Signal wires on met1:
Supply wires on this layer in grey.
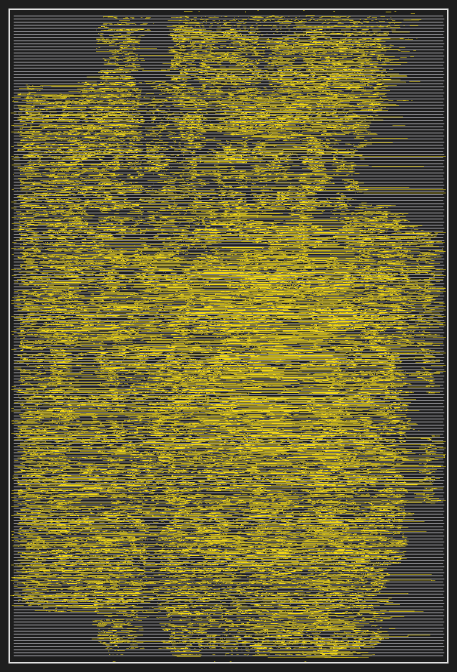
Cells coloured by class:
The bar under the picture is 100 um long. Fill, decap, tap and diode cells in grey.
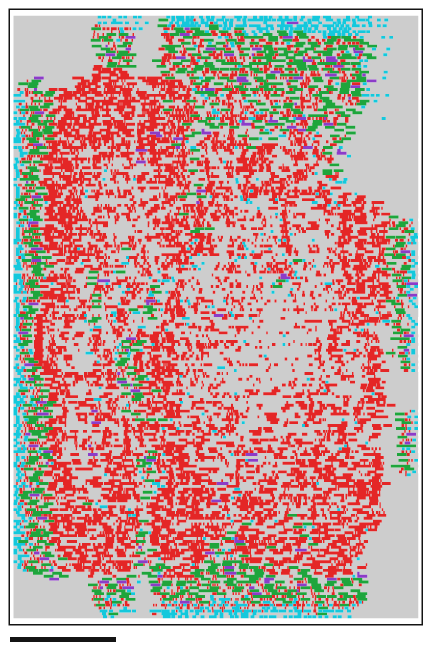
Wiring heat map:
The die is cut into 19 by 29 equal tiles; black is low, pale yellow is high, scaled to the fullest tile. Values are wire area over tile area, all layers added.
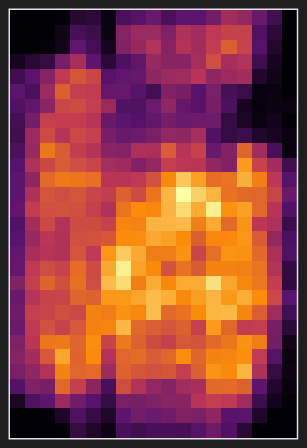
Metal layers overlaid:
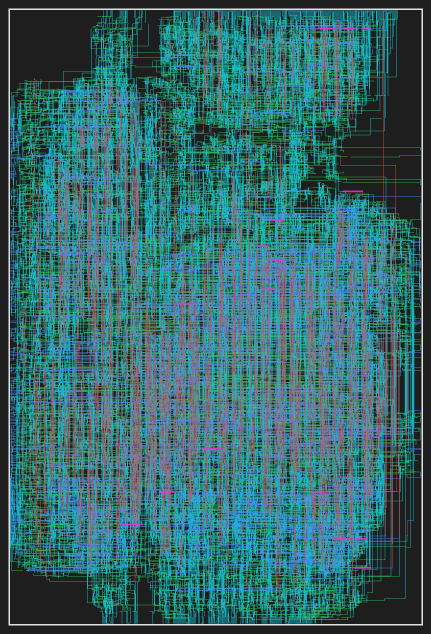
$ cat config.mk
export PLATFORM = sky130hd
export DESIGN_NAME = ula_matricial
export DESIGN_NICKNAME = d
export VERILOG_FILES = /design/src/rtl/ula_pkg.sv /design/src/rtl/ula_elem_sat.sv /design/src/rtl/ula_matricial.sv
export SDC_FILE = /design/constraint.sdc
export NUM_CORES = 2
export LEC_CHECK = 0
export CAP_MARGIN = 20
export CORE_ASPECT_RATIO = 1.5
export CORE_MARGIN = 3
export CORE_UTILIZATION = 40
export DETAILED_ROUTE_END_ITERATION = 8
export HOLD_SLACK_MARGIN = 0.1
export PLACE_DENSITY = 0.66
export SLEW_MARGIN = 20
export SYNTH_ARGS = -nofsm -noshare
export SYNTH_HDL_FRONTEND = slang
export SYNTH_SLANG_ARGS = --single-unit
$ cat constraint.sdc
create_clock -name clk -period 49.8 [get_ports clk]
set_input_delay 14.94 -clock clk [delete_from_list [all_inputs] [get_ports clk]]
set_output_delay 14.94 -clock clk [all_outputs]
set_load 0.01 [all_outputs]
$ cat src/rtl/ula_pkg.sv
// ula_pkg: shared sizes, opcodes and FSM encoding for the 5x5 matrix ALU.
package ula_pkg;
    localparam int N = 5;
    localparam int W = 9;
    localparam int MATW = N * N * W;
    localparam logic [2:0] OP_ADD = 3'b000;
    localparam logic [2:0] OP_SUB = 3'b001;
    localparam logic [2:0] OP_MUL = 3'b010;
    localparam logic [2:0] OP_TRANSP = 3'b011;
    localparam logic [2:0] OP_NEG = 3'b100;
    typedef enum logic [1:0] {IDLE, ELEM, MAC, FIM} state_t;
    function automatic logic signed [W-1:0] elt(input logic [MATW-1:0] m, input int i);
        return m[i*W +: W];
    endfunction
    function automatic logic reserved_op(input logic [2:0] o);
        return o > OP_NEG;
    endfunction
endpackage

$ cat src/rtl/ula_elem_sat.sv
// ula_elem_sat: clamps a 21-bit signed value to the 9-bit element range.
module ula_elem_sat
    import ula_pkg::*;
(
    input  logic signed [20:0]  val,
    output logic signed [W-1:0] res,
    output logic                sat
);
    always_comb begin
        sat = val > 21'sd255 || val < -21'sd256;
        res = val > 21'sd255 ? 9'h0ff : val < -21'sd256 ? 9'h100 : val[W-1:0];
    end
endmodule

$ cat src/rtl/ula_matricial.sv
// ula_matricial: sequential 5x5 matrix ALU (add/sub/mul/transpose/negate).
// One element per cycle for element-wise ops, one MAC per cycle for MUL.
module ula_matricial
    import ula_pkg::*;
(
    input  logic            clk,
    input  logic            rst,
    input  logic            start,
    input  logic [2:0]      operacao,
    input  logic [MATW-1:0] matriz_A,
    input  logic [MATW-1:0] matriz_B,
    output logic [MATW-1:0] matriz_resultado,
    output logic            done,
    output logic            busy,
    output logic            overflow,
    output logic            erro
);
    state_t state, state_n;
    logic [2:0] op;
    logic [MATW-1:0] a, b;
    logic [4:0] k;
    logic [2:0] s;
    logic signed [20:0] acc, acc_n, prod, sat_in;
    logic signed [9:0] sum;
    logic signed [W-1:0] sat_out;
    logic sat, accept;
    int r, c;

    assign accept = state == IDLE && start && !busy;

    always_comb begin
        r = int'(k) / N;
        c = int'(k) % N;
        prod = 21'(elt(a, r * N + int'(s))) * 21'(elt(b, int'(s) * N + c));
        acc_n = (s == 3'd0 ? 21'sd0 : acc) + prod;
        sum = op == OP_SUB ? 10'(elt(a, r * N + c)) - 10'(elt(b, r * N + c)) :
              op == OP_NEG ? -10'(elt(a, r * N + c)) :
                             10'(elt(a, r * N + c)) + 10'(elt(b, r * N + c));
        sat_in = state == MAC ? acc_n : op == OP_TRANSP ? 21'(elt(a, c * N + r)) : 21'(sum);
    end

    ula_elem_sat u_sat (.val(sat_in), .res(sat_out), .sat(sat));

    // Reserved ops spend two cycles in FIM: first clears the result, second pulses done.
    always_comb begin
        state_n = state;
        case (state)
            IDLE: if (accept) state_n = operacao == OP_MUL ? MAC : reserved_op(operacao) ? FIM : ELEM;
            ELEM: if (k == 5'd24) state_n = FIM;
            MAC: if (k == 5'd24 && s == 3'd4) state_n = FIM;
            default: if (!(reserved_op(op) && !erro)) state_n = IDLE;
        endcase
    end

    always_ff @(posedge clk or posedge rst) begin
        if (rst) state <= IDLE;
        else state <= state_n;
    end

    // busy drops one cycle after done so a start coinciding with done is ignored.
    always_ff @(posedge clk or posedge rst) begin
        if (rst) begin
            op <= '0;
            a <= '0;
            b <= '0;
            k <= '0;
            s <= '0;
            acc <= '0;
            matriz_resultado <= '0;
            done <= 1'b0;
            busy <= 1'b0;
            overflow <= 1'b0;
            erro <= 1'b0;
        end else begin
            done <= 1'b0;
            if (done) busy <= 1'b0;
            case (state)
                IDLE: if (accept) begin
                    op <= operacao;
                    a <= matriz_A;
                    b <= matriz_B;
                    overflow <= 1'b0;
                    erro <= 1'b0;
                    busy <= 1'b1;
                    k <= '0;
                    s <= '0;
                    acc <= '0;
                end
                ELEM: begin
                    matriz_resultado[int'(k)*W +: W] <= sat_out;
                    overflow <= overflow | sat;
                    k <= k + 5'd1;
                end
                MAC: begin
                    acc <= acc_n;
                    s <= s == 3'd4 ? 3'd0 : s + 3'd1;
                    if (s == 3'd4) begin
                        matriz_resultado[int'(k)*W +: W] <= sat_out;
                        overflow <= overflow | sat;
                        k <= k + 5'd1;
                    end
                end
                default: if (reserved_op(op) && !erro) begin
                    erro <= 1'b1;
                    matriz_resultado <= '0;
                end else done <= 1'b1;
            endcase
        end
    end
endmodule

==> metrics.csv <==
metric,value,unit
DP Cell Count,12100,
clk tree area frac,2.76,%
Flops,713,
GR Util met2,62.5,%
worst reg2reg path depth,63,
Top cells by area,"mux4_2 (30%), dfrtp_1 (21%), nand2_1 (11%)",
clock tree buffer count of the final layout,91,
Leakage,40.7,nW
reg2reg end,matriz_resultado[175],
Post-Syn Nets,10100,
XORs/XNORs by Area,1.10,%
Pre-antenna DRT Iters,9,
outcome,"complete, but fails checks",
switching part of the total,23.9,%
Post-Place Cell Area,0.0953,mm2
class of the worst hold path,flip-flop to flip-flop,
inverters,256,
Reg area,0.0178,mm2
sequential power share,45.9,%
simple-gate share of the synthesized area,17.3,%
fraction of area in registers,18.2,%
final slew viol count,0,
Port Buffers,684,
Post-synth ARST share,100,%
register-to-register setup slack,28.30,ns
Num CTS Buffers,76,
WL met1,153000,um
yosys stat area,0.0868,mm2
post-route cell area,0.0983,mm2
met3 WL,53900,um
maxcap violations,0,
WHS Path Cells,2,
FILL cells,20600,
Top Usage Layer GRT,met2,
violated checks,DRC,
Worst Clk Skew,0.0590,ns
largest net degree at the start of global routing,199,
Post-synth seq share,20.6,%
synth warn,0,
final worst path period need,21.50,ns
DRC viols,5,
layout cell share with drive strength beyond 1,18.7,%
About 'signal wires on met1':
The longest straight run is 88.3 um. The layer holds 33% of the routed length. The layer carries 153 mm of wire. 9,336 nets have wire on it. The wires run mostly horizontal.
grt met1 use: 46.3%
Routed WL: 466,000 um
via count: 86,700

About 'cells coloured by class':
Green stands for flops, cells 713. Red stands for combinational and other logic, cells 7,640. Purple stands for clock drivers and dummy loads, cells 139. Cyan stands for other buffers and delay cells, cells 927.

About 'wiring heat map':
5.8% of the tiles are nearly empty. The densest ninth of the die: centre. The fullest tile reaches 0.87. 45% of the tiles are over half the peak.

About 'metal layers overlaid':
Red stands for metal 4, wire length 51.9 mm. Magenta stands for metal 5, wire length 206 um. Cyan stands for metal 2, wire length 207 mm. Green stands for metal 1, wire length 153 mm. Blue stands for metal 3, wire length 53.9 mm.

Power figures rest on the tool's default switching activity, not on a simulated workload.
